File: src/rtl/tsm_inner_anf_seq.sv
// tsm_inner_anf_seq: share-serial ANF evaluator, one share domain per EVAL cycle.
module tsm_inner_anf_seq #(
    parameter int NUM_SHARES    = 3,
    parameter int NUM_OUT       = 8,
    parameter int CLEAR_BETWEEN = 1
) (
    input  logic                         clk,
    input  logic                         rst,
    input  logic                         in_valid,
    output logic                         in_ready,
    input  logic [NUM_SHARES*30-1:0]     in_mono,
    input  logic                         cfg_we,
    input  logic [2:0]                   cfg_addr,
    input  logic [29:0]                  cfg_data,
    output logic                         cfg_busy,
    output logic                         out_valid,
    input  logic                         out_ready,
    output logic [NUM_SHARES*NUM_OUT-1:0] out_bits
);
    localparam int DW = (NUM_SHARES > 1) ? $clog2(NUM_SHARES) : 1;

    typedef enum logic [1:0] {IDLE, EVAL, CLR, DONE} state_t;

    state_t                   state;
    logic [DW-1:0]            dom;
    logic [NUM_SHARES*30-1:0] mono_buf;
    logic [29:0]              coef [NUM_OUT];
    logic [29:0]              operand;
    logic [NUM_OUT-1:0]       par;

    assign in_ready  = state == IDLE;
    assign cfg_busy  = state != IDLE;
    assign out_valid = state == DONE;

    // only the active domain's slice ever reaches the parity trees
    always_comb begin
        operand = (state == EVAL) ? mono_buf[30*dom +: 30] : '0;
        par = '0;
        for (int k = 0; k < NUM_OUT; k++)
            par[k] = ^(coef[k] & operand);
    end

    always_ff @(posedge clk) begin
        if (rst) begin
            state    <= IDLE;
            dom      <= '0;
            mono_buf <= '0;
            out_bits <= '0;
            for (int k = 0; k < NUM_OUT; k++)
                coef[k] <= '0;
        end else begin
            if (state == IDLE && cfg_we && int'(cfg_addr) < NUM_OUT)
                coef[cfg_addr] <= cfg_data;
            case (state)
                IDLE: if (in_valid) begin
                    mono_buf <= in_mono;
                    dom      <= '0;
                    state    <= EVAL;
                end
                EVAL: begin
                    out_bits[NUM_OUT*dom +: NUM_OUT] <= par;
                    mono_buf[30*dom +: 30]           <= '0;
                    if (dom == DW'(NUM_SHARES - 1))
                        state <= DONE;
                    else if (CLEAR_BETWEEN != 0)
                        state <= CLR;
                    else
                        dom <= dom + 1'b1;
                end
                CLR: begin
                    dom   <= dom + 1'b1;
                    state <= EVAL;
                end
                DONE: if (out_ready) state <= IDLE;
                default: state <= IDLE;
            endcase
        end
    end
endmodule

File: config.mk
export PLATFORM = sky130hd
export DESIGN_NAME = tsm_inner_anf_seq
export DESIGN_NICKNAME = d
export VERILOG_FILES = /design/src/rtl/tsm_inner_anf_seq.sv
export SDC_FILE = /design/constraint.sdc
export NUM_CORES = 1
export LEC_CHECK = 0
export CAP_MARGIN = 20
export CORE_MARGIN = 2
export CORE_UTILIZATION = 52
export DETAILED_ROUTE_END_ITERATION = 16
export MAX_ROUTING_LAYER = met4
export PLACE_DENSITY_LB_ADDON = 0.05
export REMOVE_ABC_BUFFERS = 1
export SLEW_MARGIN = 15
export SYNTH_ARGS = -nofsm -noshare
export SYNTH_HDL_FRONTEND = slang
export SYNTH_SLANG_ARGS = --single-unit
File: constraint.sdc
create_clock -name clk -period 2.8 [get_ports clk]
set_input_delay 0.56 -clock clk [delete_from_list [all_inputs] [get_ports clk]]
set_output_delay 0.56 -clock clk [all_outputs]
set_load 0.02 [all_outputs]
==> run_results.csv <==
group,metric,value,unit
outcome,outcome,"complete, but fails checks",
outcome,violations,"setup timing",
synth,area_leaders,"edfxtp_1, dfxtp_1, and2_1",
setup_path,crit_slowest_cell,"or3b_4",
finish,fin_area,22990,µm²
synth,synthAoiAreaFrac,0.08626,
sta,setup_viol,24,
synth,syn-cell-area,17170,µm²
clock_tree,ctsHoldBuffers,0,
setup_path,critPathArrivalTime,3580,ps
setup_path,critical_path_class,"reg2reg",
global_routing,grt_overflow,0,
sta,worst_slack,-368.6,ps
setup_path,reg2reg_slack,-370,ps
setup_path,path_cells,"or3b_4, buf_12, buf_12, buf_8, o2bb2ai_4, nand2_2, xnor2_4, xnor3_1, xnor3_1, xnor3_2, a22o_1",
route,route.met2.wl,25840,µm
pwr,pwr-share-clk,0.400,
place,hpwl,36140,µm
clock_tree,clk_pin_slew_worst_paths,60,ps
finish,final_nets,1943,
clock_tree,clk_path_buf_depth,3,
setup_path,reg2reg_depth,11,
setup_path,cp_max_fo,7,
setup_path,endpoint_kind,"register",
synth,ys_chip_area,17170,µm²
route,drc,0,
sta,slew_violations,0,
setup_path,cp.depth,11,
synth,synth.most_common_cell,"nand2_1",
synth,ys_top_logic_family,"simple AND/OR/NAND/NOR gates",
synth,yosysTopAreaCellShare,0.4196,
pwr,power_top_consumer,"sequential cells",
sta,hold_ws,457.6,ps
route,drtPass1Iterations,5,
pwr,p_sw,2998,µW
finish,final_cell_mix,"and2_1, edfxtp_1, nand2_1",
setup_path,critPathBufInv,3,
floorplanning,die_x,185.7,µm
route,via_per_inst,5.536,
synth,ys_ff,358,
floorplanning,die_area,34500,µm²
sta,hold_violations,0,
global_routing,antenna_found_initial,2,
floorplanning,dieHeight,185.7,µm
finish,areaGrowthSynthToFinish,33.88,%
sta,max_freq,315.6,MHz
run,openroad.warnings,32,
setup_path,required,3210,ps
setup_path,crit_family,"XOR/XNOR gates",
==> layout make-up <==
| cell class | instances | area, µm² |
|---|---|---|
| inverters | 4 | 15.01 |
| clock inverters | 14 | 96.34 |
| well taps | 442 | 553.0 |
| multi-input cells | 1061 | 8078 |
| flip-flops and latches | 358 | 9574 |
| repair buffers | 344 | 3551 |
| fillers | 2386 | 9543 |
| clock buffers | 56 | 1126 |
==> what timing repair did <==
| item | CTS | global route |
|---|---|---|
| setup buffers | 23 | 8 |
| setup endpoints to repair | 24 | 24 |
| pin swaps | 43 | 36 |
| cloned | 3 | 0 |
| gates resized | 123 | 66 |
| hold endpoints to repair | 0 | 0 |
==> state kept, by name, summed over array words and instances (netlist names) <==
name / flops
state: 2
mono_buf: 90
dom: 2
coef: 240
out_bits: 24
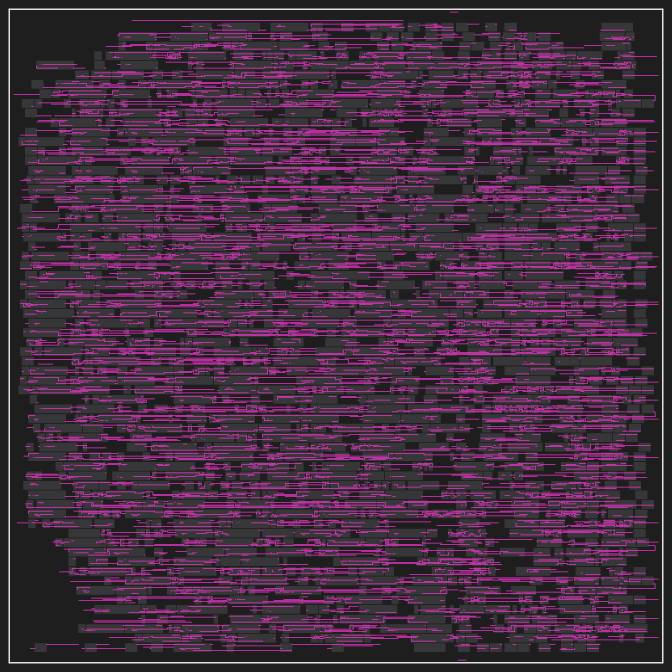
**Above:** M1 wires.
Cells faint in the background.
The wires run mostly horizontal. The layer holds 42% of the routed length. The longest straight run is 77.3 µm. The layer carries 22.4 mm of wire. 1,789 nets have wire on it.
met1 Usage GRT: 0.4333
via count: 12,620
Routed WL: 53,800 µm

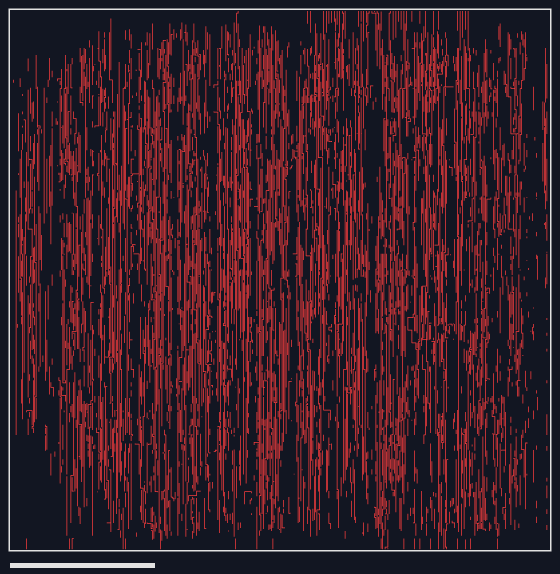
**Above:** met2 routing.
Scale bar: 50 µm.
The layer carries 25.8 mm of wire. The layer holds 48% of the routed length. 1,587 nets have wire on it.
GR Util met2: 0.5261

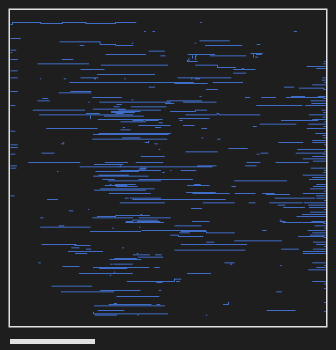
**Above:** M3 wires.
Scale bar: 50 µm.
The layer carries 3,950 µm of wire. 245 nets have wire on it.
GR Util met3: 0.03717

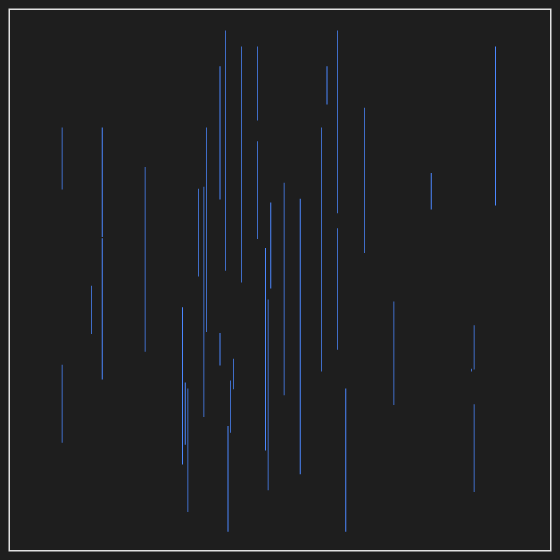
**Above:** M4 wires.
29 nets have wire on it. The layer holds 3.0% of the routed length. The wires run mostly vertical.

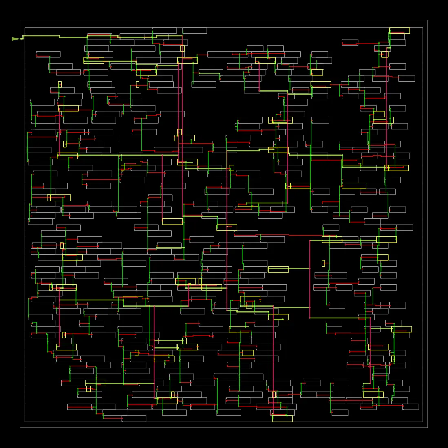
**Above:** the clock network.
skew final: 12.14 ps
# clk buffers: 56
# clock sinks: 358
Clk. pwr: 4980 µW
TritonCTS Buffers: 40

Power figures rest on the tool's default switching activity, not on a simulated workload.
